### src/rtl/control_ejecucion_pipeline_if.sv
// Command/halt handshake and pipeline-control outputs of control_ejecucion_pipeline.
// The sequencer binds the slave modport; whoever drives commands uses master.
interface control_ejecucion_pipeline_if #(
    parameter int unsigned CANT_BITS_CMD      = 8,
    parameter int unsigned CANT_BITS_CONTADOR = 32
);
    logic                          i_cmd_valid;
    logic [CANT_BITS_CMD-1:0]      i_cmd_data;
    logic                          i_halt_detected;
    logic                          o_cmd_ready;
    logic                          o_enable_pipeline;
    logic                          o_reset_pipeline;
    logic [CANT_BITS_CONTADOR-1:0] o_cycle_count;
    logic                          o_done;
    logic                          o_timeout;
    logic [2:0]                    o_estado;

    modport slave (
        input  i_cmd_valid, i_cmd_data, i_halt_detected,
        output o_cmd_ready, o_enable_pipeline, o_reset_pipeline,
               o_cycle_count, o_done, o_timeout, o_estado
    );

    modport master (
        output i_cmd_valid, i_cmd_data, i_halt_detected,
        input  o_cmd_ready, o_enable_pipeline, o_reset_pipeline,
               o_cycle_count, o_done, o_timeout, o_estado
    );
endinterface

### src/rtl/control_ejecucion_pipeline.sv
// Pipeline-enable sequencer: runs the MIPS pipeline continuously or step by step from UART debug commands.
// Optional continuous-run watchdog enabled by defining WATCHDOG_EN.
module control_ejecucion_pipeline #(
    parameter int unsigned CANT_BITS_CMD      = 8,
    parameter int unsigned CANT_BITS_CONTADOR = 32,
    parameter int unsigned CICLOS_RESET       = 4,
    parameter int unsigned CICLOS_WATCHDOG    = 1024
) (
    input  logic                          i_clock,
    input  logic                          i_soft_reset,
    control_ejecucion_pipeline_if.slave   bus
);
    localparam int unsigned RST_W = (CICLOS_RESET > 1) ? $clog2(CICLOS_RESET) : 1;

    localparam logic [CANT_BITS_CMD-1:0] CMD_CONTINUO    = CANT_BITS_CMD'(8'h01);
    localparam logic [CANT_BITS_CMD-1:0] CMD_PASO_A_PASO = CANT_BITS_CMD'(8'h02);
    localparam logic [CANT_BITS_CMD-1:0] CMD_STEP        = CANT_BITS_CMD'(8'h03);
    localparam logic [CANT_BITS_CMD-1:0] CMD_ABORT       = CANT_BITS_CMD'(8'h04);

    localparam logic [RST_W-1:0]              RST_LAST   = RST_W'(CICLOS_RESET - 1);
    localparam logic [CANT_BITS_CONTADOR-1:0] CNT_MAX    = {CANT_BITS_CONTADOR{1'b1}};
    localparam logic [CANT_BITS_CONTADOR-1:0] WD_LAST    = CANT_BITS_CONTADOR'(CICLOS_WATCHDOG - 1);
`ifdef WATCHDOG_EN
    localparam bit WATCHDOG_ACTIVO = 1'b1;
`else
    localparam bit WATCHDOG_ACTIVO = 1'b0;
`endif

    typedef enum logic [2:0] {
        IDLE        = 3'd0,
        RESET_PIPE  = 3'd1,
        RUN_CONT    = 3'd2,
        ESPERA_PASO = 3'd3,
        EJEC_PASO   = 3'd4,
        DONE        = 3'd5
    } estado_t;

    estado_t                       state_q, state_d;
    logic                          modo_paso_q, modo_paso_d;
    logic [RST_W-1:0]              rst_cnt_q, rst_cnt_d;
    logic [CANT_BITS_CONTADOR-1:0] count_q, count_d;
    logic                          done_q, done_d;
    logic                          timeout_q, timeout_d;
    logic                          enable_q, reset_pipe_q, ready_q;

    logic cmd_take, cmd_start, cmd_abort, cmd_step, wd_hit;

    always_comb begin
        cmd_take  = bus.i_cmd_valid && ready_q;
        cmd_start = cmd_take && (bus.i_cmd_data == CMD_CONTINUO || bus.i_cmd_data == CMD_PASO_A_PASO);
        cmd_abort = cmd_take && (bus.i_cmd_data == CMD_ABORT);
        cmd_step  = cmd_take && (bus.i_cmd_data == CMD_STEP);
        wd_hit    = WATCHDOG_ACTIVO && (count_q == WD_LAST);
    end

    // Next state and next values of every registered output
    always_comb begin
        state_d     = state_q;
        modo_paso_d = modo_paso_q;
        rst_cnt_d   = rst_cnt_q;
        count_d     = count_q;
        done_d      = done_q;
        timeout_d   = timeout_q;

        // The counter tracks cycles in which the pipeline enable is high
        if ((state_q == RUN_CONT || state_q == EJEC_PASO) && count_q != CNT_MAX)
            count_d = count_q + CANT_BITS_CONTADOR'(1);

        unique case (state_q)
            IDLE, DONE: begin
                if (cmd_start) begin
                    modo_paso_d = (bus.i_cmd_data == CMD_PASO_A_PASO);
                    state_d     = RESET_PIPE;
                    rst_cnt_d   = '0;
                    count_d     = '0;
                    done_d      = 1'b0;
                    timeout_d   = 1'b0;
                end else if (cmd_abort && state_q == DONE) begin
                    state_d   = IDLE;
                    done_d    = 1'b0;
                    timeout_d = 1'b0;
                end
            end
            RESET_PIPE: begin
                count_d = '0;
                if (rst_cnt_q == RST_LAST)
                    state_d = modo_paso_q ? ESPERA_PASO : RUN_CONT;
                else
                    rst_cnt_d = rst_cnt_q + RST_W'(1);
            end
            RUN_CONT: begin
                // ABORT outranks a simultaneous halt; halt outranks the watchdog
                if (cmd_abort) begin
                    state_d   = IDLE;
                    done_d    = 1'b0;
                    timeout_d = 1'b0;
                end else if (bus.i_halt_detected) begin
                    state_d = DONE;
                    done_d  = 1'b1;
                end else if (wd_hit) begin
                    state_d   = DONE;
                    done_d    = 1'b1;
                    timeout_d = 1'b1;
                end
            end
            ESPERA_PASO: begin
                if (cmd_abort) begin
                    state_d   = IDLE;
                    done_d    = 1'b0;
                    timeout_d = 1'b0;
                end else if (cmd_step) begin
                    state_d = EJEC_PASO;
                end
            end
            EJEC_PASO: begin
                if (bus.i_halt_detected) begin
                    state_d = DONE;
                    done_d  = 1'b1;
                end else begin
                    state_d = ESPERA_PASO;
                end
            end
            default: state_d = IDLE;
        endcase
    end

    always_ff @(posedge i_clock or posedge i_soft_reset) begin
        if (i_soft_reset) begin
            state_q      <= IDLE;
            modo_paso_q  <= 1'b0;
            rst_cnt_q    <= '0;
            count_q      <= '0;
            done_q       <= 1'b0;
            timeout_q    <= 1'b0;
            enable_q     <= 1'b0;
            reset_pipe_q <= 1'b0;
            ready_q      <= 1'b1;
        end else begin
            state_q      <= state_d;
            modo_paso_q  <= modo_paso_d;
            rst_cnt_q    <= rst_cnt_d;
            count_q      <= count_d;
            done_q       <= done_d;
            timeout_q    <= timeout_d;
            enable_q     <= (state_d == RUN_CONT) || (state_d == EJEC_PASO);
            reset_pipe_q <= (state_d == RESET_PIPE);
            // In RUN_CONT only ABORT acts on an accepted byte; other codes are dropped
            ready_q      <= (state_d == IDLE) || (state_d == RUN_CONT) ||
                            (state_d == ESPERA_PASO) || (state_d == DONE);
        end
    end

    assign bus.o_cmd_ready       = ready_q;
    assign bus.o_enable_pipeline = enable_q;
    assign bus.o_reset_pipeline  = reset_pipe_q;
    assign bus.o_cycle_count     = count_q;
    assign bus.o_done            = done_q;
    assign bus.o_timeout         = timeout_q;
    assign bus.o_estado          = state_q;
endmodule

### src/flat_wrapper.sv
// flat-port wrapper written by rule: the top's interface ports become plain ports
module control_ejecucion_pipeline_flat 
#(
    parameter int unsigned CANT_BITS_CMD      = 8,
    parameter int unsigned CANT_BITS_CONTADOR = 32,
    parameter int unsigned CICLOS_RESET       = 4,
    parameter int unsigned CICLOS_WATCHDOG    = 1024
)
  (i_clock, i_soft_reset, bus_i_cmd_valid, bus_i_cmd_data, bus_i_halt_detected, bus_o_cmd_ready, bus_o_enable_pipeline, bus_o_reset_pipeline, bus_o_cycle_count, bus_o_done, bus_o_timeout, bus_o_estado);
  control_ejecucion_pipeline_if #(.CANT_BITS_CMD(CANT_BITS_CMD), .CANT_BITS_CONTADOR(CANT_BITS_CONTADOR)) bus_i ();
  input  logic i_clock;
  input  logic i_soft_reset;
  input wire logic [$bits(bus_i.i_cmd_valid)-1:0] bus_i_cmd_valid;
  input wire logic [$bits(bus_i.i_cmd_data)-1:0] bus_i_cmd_data;
  input wire logic [$bits(bus_i.i_halt_detected)-1:0] bus_i_halt_detected;
  output wire logic [$bits(bus_i.o_cmd_ready)-1:0] bus_o_cmd_ready;
  output wire logic [$bits(bus_i.o_enable_pipeline)-1:0] bus_o_enable_pipeline;
  output wire logic [$bits(bus_i.o_reset_pipeline)-1:0] bus_o_reset_pipeline;
  output wire logic [$bits(bus_i.o_cycle_count)-1:0] bus_o_cycle_count;
  output wire logic [$bits(bus_i.o_done)-1:0] bus_o_done;
  output wire logic [$bits(bus_i.o_timeout)-1:0] bus_o_timeout;
  output wire logic [$bits(bus_i.o_estado)-1:0] bus_o_estado;
  assign bus_i.i_cmd_valid = bus_i_cmd_valid;
  assign bus_i.i_cmd_data = bus_i_cmd_data;
  assign bus_i.i_halt_detected = bus_i_halt_detected;
  assign bus_o_cmd_ready = bus_i.o_cmd_ready;
  assign bus_o_enable_pipeline = bus_i.o_enable_pipeline;
  assign bus_o_reset_pipeline = bus_i.o_reset_pipeline;
  assign bus_o_cycle_count = bus_i.o_cycle_count;
  assign bus_o_done = bus_i.o_done;
  assign bus_o_timeout = bus_i.o_timeout;
  assign bus_o_estado = bus_i.o_estado;
  control_ejecucion_pipeline #(.CANT_BITS_CMD(CANT_BITS_CMD), .CANT_BITS_CONTADOR(CANT_BITS_CONTADOR), .CICLOS_RESET(CICLOS_RESET), .CICLOS_WATCHDOG(CICLOS_WATCHDOG)) u_core (.i_clock(i_clock), .i_soft_reset(i_soft_reset), .bus(bus_i));
endmodule
### config.mk
export PLATFORM = sky130hd
export DESIGN_NAME = control_ejecucion_pipeline_flat
export DESIGN_NICKNAME = d
export VERILOG_FILES = /design/src/rtl/control_ejecucion_pipeline_if.sv /design/src/rtl/control_ejecucion_pipeline.sv /design/src/flat_wrapper.sv
export SDC_FILE = /design/constraint.sdc
export NUM_CORES = 1
export LEC_CHECK = 0
export CAP_MARGIN = 20
export CORE_ASPECT_RATIO = 0.75
export CORE_UTILIZATION = 51
export DETAILED_ROUTE_END_ITERATION = 16
export GPL_TIMING_DRIVEN = 0
export PLACE_DENSITY = 0.89
export SYNTH_ARGS = -nofsm -noshare
export SYNTH_HDL_FRONTEND = slang
export SYNTH_SLANG_ARGS = --single-unit
### constraint.sdc
create_clock -name i_clock -period 2.8 [get_ports i_clock]
set_input_delay 0.42 -clock i_clock [delete_from_list [all_inputs] [get_ports i_clock]]
set_output_delay 0.42 -clock i_clock [all_outputs]
set_load 0.02 [all_outputs]
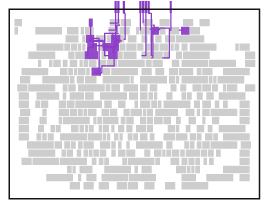
Fig. 1. I/O nets highlighted (run 1).
Drawn at 3 px/um.
[bus_i_cmd_data] purple | bits: 8 | direction: input | end cells: 11 | buffers: 8 | wire: 212 um
io pins: 52
Port-buffer cells: 49

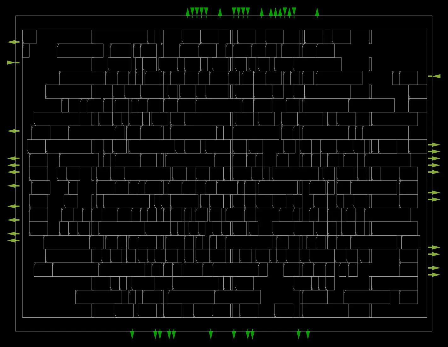
Fig. 2. Placement view (run 1).
CORE AREA: 4600 um^2
number of fill cells in the layout: 352
Rows: 21
Core Util, Final: 69.3%
num tapcells: 57

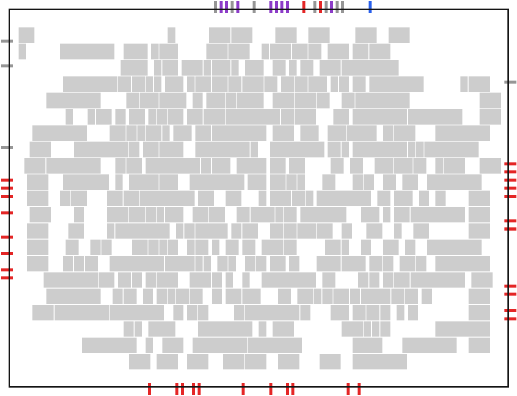
Fig. 3. Ports around the boundary (run 1).
Drawn at 6 px/um. Pins as bars across the die edge, other pins in grey.
[bus_o_cycle_count] red | pins: 32 | direction: output | edge: 11 bottom, 11 right, 8 left, 2 top
[bus_o_reset_pipeline] blue | pins: 1 | direction: output | edge: top
[bus_i_cmd_data] purple | pins: 8 | direction: input | edge: top
Die Height: 62.7 um
die width: 82.9 um

==> CHANGELOG.md, run 1 <==
## Flow update

- Global-route wire length before repair: 11100 um
- Worst hold path type: flip-flop to flip-flop
- Yosys top cell by area: dfrtp_1
- Place WS: -240 ps
- Num CTS Buffers: 5
- Tightest Pin Transition: 926 ps
- Top Layout Cells: clkdlybuf4s50_1, dfrtp_1, a21oi_1, nand2_1, nand3_1
- Distinct cells, synth: 59
- Floorplan Utilization: 54.4%
- Simple share: 28.7%
- Die area: 5200 um^2
- Endpoints failing setup: 0
- Clk_skew: 6.10 ps
- Clock transition at path regs: 80 ps
- Comb power frac: 43.2%
- Synth Flop Type: dfrtp_1
- CP delay by family, top: simple AND/OR/NAND/NOR gates
- CTS tree: done
- RePlAce Congestion: 0.902
- Aoi share: 19.4%
- Most frequent logic cell in the layout: clkdlybuf4s50_1
- First drt pass iteration count: 5
- Tmin final: 2640 ps
- Final ANT Viol Nets: 0
- Synth mux share: 2.05%
- Net Sw Power: 0.876 mW
- Rel. slew slack: 38.2%
- Setup ws final: 161 ps
- Clock Sinks: 42
- Longest Clk Path Bufs: 2
- Vias: 2514
- Max cap viols: 0
- Xor/xnor share: 2.80%
- VDD IR max: 0.000431 V
- P_leak: 1.20 nW
- Yosys reg bits: 42
- CP Capture Type: flip-flop
- Part of the power in registers: 37.1%
- Critical Path AT: 2820 ps
- Cells in synth_stat.txt: 272
- Syn avg cell area: 9.20 um^2
- GRT Overall Usage: 26.3%
- YS warnings: 0
- Routed WL per cell: 17.0 um
- Setup Fix Bufs, Post-CTS: 0
- Largest type area fraction: 41.0%
- CP most frequent cell: nor2_1
- Log Warnings: 26
- CP max stage delay: 560 ps
- DPL Wire Length: 4730 um
- Initial antenna violation count: 0
- Yosys stat chip area: 2500 um^2
- Clk latency late pin: 300 ps
- # DRC: 0
- Post-route cell area: 3190 um^2
- Post-layout period usage: 94.2%
- Req. time, crit path: 2980 ps
- Async S/R FF share, synth: 100%
- Comb area leader: simple AND/OR/NAND/NOR gates
- Clock network power share: 19.7%
- Max-slew violation count: 0
- Highest-delay cell along the critical path: or4_1
- Int Pwr: 1.20 mW
- Final Hold Fails: 0
- P per Cell Area: 653 nW/um^2
- Final wirelength: 6590 um
- Resized Gates After CTS: 0
- Sw Share: 42.1%
- Initial DRC count: 195
- Post-synth EDFFs: 0
- Crit-path cells: clkdlybuf4s50_1 -> or4_1 -> nor2_1 -> a21oi_1 -> nor2_4 -> buf_2 -> nor2_1
- N_diodes: 0
- Post-Syn Area: 2500 um^2
- Final net count: 344
- Placed cell area: 3070 um^2
- Startpoint types: input pin
- Critical path class: input pin to flip-flop
- Layout cells sized above 1: 8.76%
- Hold buffers post-CTS: 0
- DR vias/cell: 6.48
- Fmax: 0.379 GHz
- Clk root buf: clkbuf_8
- Area growth from synthesis to layout: 27.3%
- Remaining Overflow, GRT: 0
- Largest net degree at the start of global routing: 43
- Adder Share, Synth: 1.00%
- Cell count after synthesis: 272
- H-tree levels: 2
- Bufs and invs on worst path: 2
- CP Max Fanout: 10
- Status: finished clean
- Vias in the first global route: 2312
- RSZ-0062 raised after global routing: false
- Post-Syn Nets: 286
- Post-synth area hogs: dfrtp_1, a21oi_1, or4_1
- Sequential share of the synthesized area: 42.0%
-- run 1: metal layers --
| metal | GRT usage (%) | up-vias | wire length (um) | part of all wire, % |
|---|---|---|---|---|
| li1 | - | 1161 | - | - |
| met2 | 39.7 | 124 | 2950 | 45 |
| met5 | 0 | - | 0 | 0 |
| met1 | 38.1 | 1214 | 3040 | 46 |
| met4 | 8.41 | 0 | 78 | 1.2 |
| met3 | 5.28 | 15 | 520 | 7.9 |
-- run 1: sequential cells by signal, summed over array words and instances (netlist names) --
register and count:
u_core.modo_paso_q 1, u_core.bus.o_done 1, u_core.bus.o_cmd_ready 1, u_core.rst_cnt_q 2, u_core.bus.o_cycle_count 32, u_core.bus.o_estado 3, u_core.bus.o_enable_pipeline 1, u_core.bus.o_reset_pipeline 1
-- run 1: Yosys cell counts (4+ instances only) --
library cell  count
o211ai_1          6
xor2_1            5
or3_1             8
nor4_1            8
nor2_1           14
nand2_1          20
or4_1            12
a21oi_1          23
o21ai_1           5
nand4_1          11
o31ai_1          11
clkbuf_1          5
dfrtp_1          41
inv_1            10
mux2i_1           4
o21ai_0           8
nand3_1          16
nand2b_1          5
-- run 1: stage by stage --
stage / hold slack, ps / setup TNS [ps] / power (mW) / instances / util, %
after floorplan: 471 / 0 / 1.33 / 272 / -
after global placement: 489 / -4640 / 1.62 / 378 / 66.7
after detailed placement: 498 / -4520 / 1.64 / 378 / 66.7
after CTS: 515 / 0 / 2.05 / 386 / 68.7
after global routing: 558 / 0 / 2.20 / 388 / 69.3
final: 513 / 0 / 2.08 / 388 / 69.3
-- run 1: layout make-up --
| class | count | area, um^2 | share of cell area (%) |
|---|---|---|---|
| multi-input combinational | 210 | 1370 | 42.9 |
| buffer | 10 | 58.8 | 1.85 |
| tap | 57 | 71.3 | 2.24 |
| clock inverter | 2 | 12.5 | 0.393 |
| clock buffer | 6 | 82.6 | 2.59 |
| inverter | 10 | 37.5 | 1.18 |
| timing repair buffer | 51 | 505 | 15.9 |
| sequential | 42 | 1050 | 33.0 |
-- run 1: power groups by stage --
stage / clock, mW / sequential (mW) / combinational (mW)
floorplan: 0 / 0.819 / 0.513
global route: 0.449 / 0.785 / 0.966
finish: 0.409 / 0.772 / 0.899
detailed placement: 0 / 0.778 / 0.864
global placement: 0 / 0.772 / 0.850
CTS: 0.414 / 0.768 / 0.869
-- run 1: path summary, 6_finish.rpt --
path / from / end / slack [ps] / cells after the start
worst max-delay path: bus_i_cmd_data[5] / u_core.bus.o_cycle_count[28] / 160 / 7
worst min-delay path: u_core.modo_paso_q / u_core.modo_paso_q / 510 / 1
worst max register to register: u_core.bus.o_cycle_count[0] / u_core.bus.o_cycle_count[14] / 220 / 6
worst min register to register: u_core.modo_paso_q / u_core.modo_paso_q / 510 / 1
max in group asynchronous: i_soft_reset / u_core.bus.o_cycle_count[9] / 1640 / 2
min in group asynchronous: i_soft_reset / u_core.bus.o_reset_pipeline / 610 / 2
-- run 1: worst reg2reg max path: cells and delay by family (launching register included) --
family                   cells  cell delay (ps)
multiplexers                 1              120
adder cells (fa/ha/maj)      1              230
AND-OR/OR-AND                1              470
AND/OR/NAND/NOR              3             1180
flip-flops                   1              470
==> run 2: changes to the inputs <==
- ABC_CLOCK_PERIOD_IN_PS: not set -> 2800
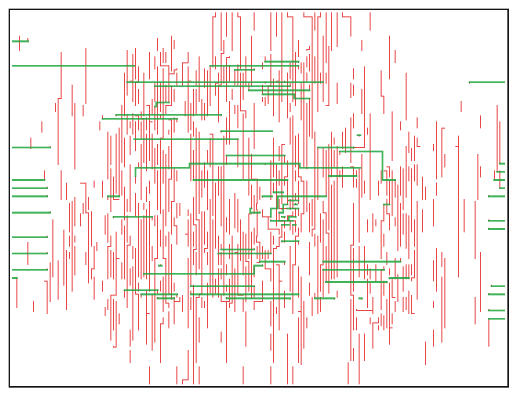
Fig. 4. Metal layers overlaid (run 2).
Drawn at 6 px/um. Two of the layers only.
[met2] red | wire length: 2950 um
[met3] green | wire length: 520 um

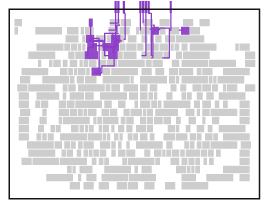
Fig. 5. I/O nets highlighted (run 2).
Drawn at 3 px/um.
[bus_i_cmd_data] purple | bits: 8 | direction: input | end cells: 11 | buffers: 8 | wire: 212 um

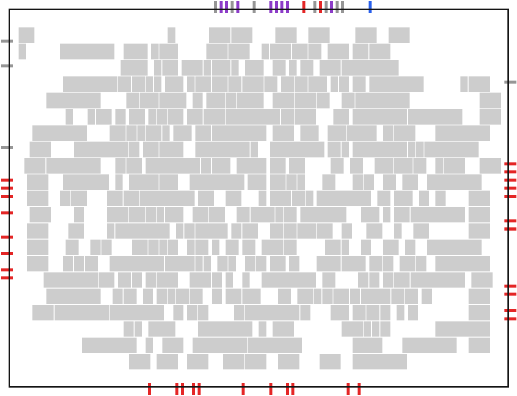
Fig. 6. Ports around the boundary (run 2).
Drawn at 6 px/um. Pins as bars across the die edge, other pins in grey.
[bus_o_cycle_count] red | pins: 32 | direction: output | edge: 11 bottom, 11 right, 8 left, 2 top
[bus_i_cmd_data] purple | pins: 8 | direction: input | edge: top
[bus_o_reset_pipeline] blue | pins: 1 | direction: output | edge: top

==> run 2 against run 1 <==
Compared with the run above:
- clock power about the same
- worst setup slack unchanged
- highest routed layer unchanged
- combinational power about the same
- total power unchanged
==> CHANGELOG.md, run 2 <==
## Flow update

- Status: finished clean
- Endpoints failing setup: 0 (unchanged)
- Die width: 82.9 um (unchanged)
- Most frequent logic cell in the layout: clkdlybuf4s50_1
- Num CTS Buffers: 5 (unchanged)
- DPL Wire Length: 4730 um (unchanged)
- Met2 Use GR: 39.7% (unchanged)
- Initial antenna violation count: 0 (unchanged)
- Port-buffer cells: 49 (unchanged)
- Post-Syn Nets: 286 (unchanged)
- Top Layout Cells: clkdlybuf4s50_1, dfrtp_1, a21oi_1, nand2_1, nand3_1
- Met1 global-route usage: 38.1% (unchanged)
- H-tree levels: 2 (unchanged)
- N_diodes: 0 (unchanged)
- Clk latency late pin: 300 ps (about the same)
- Area growth from synthesis to layout: 27.3% (unchanged)
- Global-route wire length before repair: 11100 um (unchanged)
- Largest type area fraction: 41.0% (unchanged)
- Log Warnings: 26 (unchanged)
- Yosys top cell by area: dfrtp_1
- # DRC: 0 (unchanged)
- Post-Syn Area: 2500 um^2 (unchanged)
- Number of fill cells in the layout: 352 (unchanged)
- Final net count: 344 (unchanged)
- Final ANT Viol Nets: 0 (unchanged)
- Async S/R FF share, synth: 100% (unchanged)
- Syn avg cell area: 9.20 um^2 (unchanged)
- Critical path class: input pin to flip-flop
- Remaining Overflow, GRT: 0 (unchanged)
- Hold buffers post-CTS: 0 (unchanged)
- Rows: 21 (unchanged)
- P per Cell Area: 653 nW/um^2 (unchanged)
- Cells in synth_stat.txt: 272 (unchanged)
- Pwr Total: 2.08 mW (unchanged)
- Post-synth top cells: dfrtp_1, a21oi_1, nand2_1
- Final Non-Filler Cells: 388 (unchanged)
- Post-synth EDFFs: 0 (unchanged)
- Post-route cell area: 3190 um^2 (unchanged)
- Post-layout period usage: 94.2% (unchanged)
- CORE AREA: 4600 um^2 (unchanged)
- Fmax: 0.379 GHz (unchanged)
- Sequential share of the synthesized area: 42.0% (unchanged)
- Core Util, Final: 69.3% (unchanged)
- Cell count after synthesis: 272 (unchanged)
- Tmin final: 2640 ps (unchanged)
- Longest Clk Path Bufs: 2 (unchanged)
- Final wirelength: 6590 um (unchanged)
- Final Hold Fails: 0 (unchanged)
- P_leak: 1.20 nW (unchanged)
- Routed WL per cell: 17.0 um (unchanged)
- CP Capture Type: flip-flop
- Distinct cells, synth: 59 (unchanged)
- YS warnings: 0 (unchanged)
- Most numerous cell in the Yosys netlist: dfrtp_1
- M3 GR Usage: 5.28% (unchanged)
- Largest net degree at the start of global routing: 43 (unchanged)
- Startpoint types: input pin
- Yosys stat chip area: 2500 um^2 (unchanged)
- GRT Overall Usage: 26.3% (unchanged)
- Clock Sinks: 42 (unchanged)
- Critical Path AT: 2820 ps (about the same)
- Layout cells sized above 1: 8.76% (unchanged)
- Die Height: 62.7 um (unchanged)
- Yosys reg bits: 42 (unchanged)
- Floorplan Utilization: 54.4% (unchanged)
- DR vias/cell: 6.48 (unchanged)
- Clock transition at path regs: 80 ps (about the same)
- Initial DRC count: 195 (unchanged)
- RePlAce Congestion: 0.902 (unchanged)
- Gr busiest metal: met2
- CP Max Fanout: 10 (unchanged)
- Max reg flops: 32 (unchanged)
- Vias: 2514 (unchanged)
- Rel. slew slack: 38.2% (unchanged)
- Clk_skew: 6.10 ps (unchanged)
- CTS tree: done
- Req. time, crit path: 2980 ps (about the same)
- FF-to-FF setup slack: 220 ps (about the same)
- Post-synth area hogs: dfrtp_1, a21oi_1, or4_1
- Worst hold path type: flip-flop to flip-flop
run 2: layout make-up:
cell class | count | area [um^2] | share of cell area [%]
tap | 57 | 71.3 | 2.24
clock buffer | 6 | 82.6 | 2.59
inverter | 10 | 37.5 | 1.18
buffer | 10 | 58.8 | 1.85
sequential | 42 | 1050 | 33.0
clock inverter | 2 | 12.5 | 0.393
timing repair buffer | 51 | 505 | 15.9
multi-input combinational | 210 | 1370 | 42.9
run 2: critical path: stages:
cell	delay [ps]
clkdlybuf4s50_1	410
or4_1	560
nor2_1	350
a21oi_1	370
nor2_4	320
buf_2	280
nor2_1	90
run 2: worst paths after layout:
check                                                     to  depth (start not counted)                        start
worst max register to register  u_core.bus.o_cycle_count[14]                          6  u_core.bus.o_cycle_count[0]
worst max-delay path            u_core.bus.o_cycle_count[28]                          7            bus_i_cmd_data[5]
worst min register to register            u_core.modo_paso_q                          1           u_core.modo_paso_q
worst min-delay path                      u_core.modo_paso_q                          1           u_core.modo_paso_q
max in group asynchronous        u_core.bus.o_cycle_count[9]                          2                 i_soft_reset
min in group asynchronous        u_core.bus.o_reset_pipeline                          2                 i_soft_reset
run 2: kinds of logic after synthesis:
| logic type | count (synthesis) | share of synthesized area [%] |
|---|---|---|
| simple gates | 120 | 28.7 |
| compound gates | 74 | 19.4 |
| flops | 42 | 42.0 |
| buf+inv | 20 | 3.85 |
| xor+xnor | 8 | 2.80 |
| mux | 5 | 2.05 |
| fa+ha+maj | 2 | 0.999 |
| other cells | 1 | 0.150 |
run 2: timing repair:
item	in CTS	in global routing
setup endpoints to repair	0	27
buffers inserted	0	2
gates resized	0	2
endpoints found under the hold margin	0	0
run 2: routing by layer:
layer	vias to the layer above	wire length [um]	share of wire, %
li1	1161	-	-
met1	1214	3040	46
met2	124	2950	45
met3	15	520	7.9
met4	0	78	1.2
met5	-	0	0
run 2: power by group:
part	internal, mW	switching, mW
sequential	0.682	0.0901
combinational	0.324	0.575
clock	0.198	0.211
total	1.20	0.876
run 2: metrics by stage:
stage	hold slack [ps]	setup slack, ps	TNS [ps]
detailed placement	498	-240	-4520
finish	513	161	0
global route	558	42.9	0
CTS	515	47.5	0
global placement	489	-241	-4640
floorplan	471	435	0
No activity file was given, so power comes from the tool's default toggle rates.
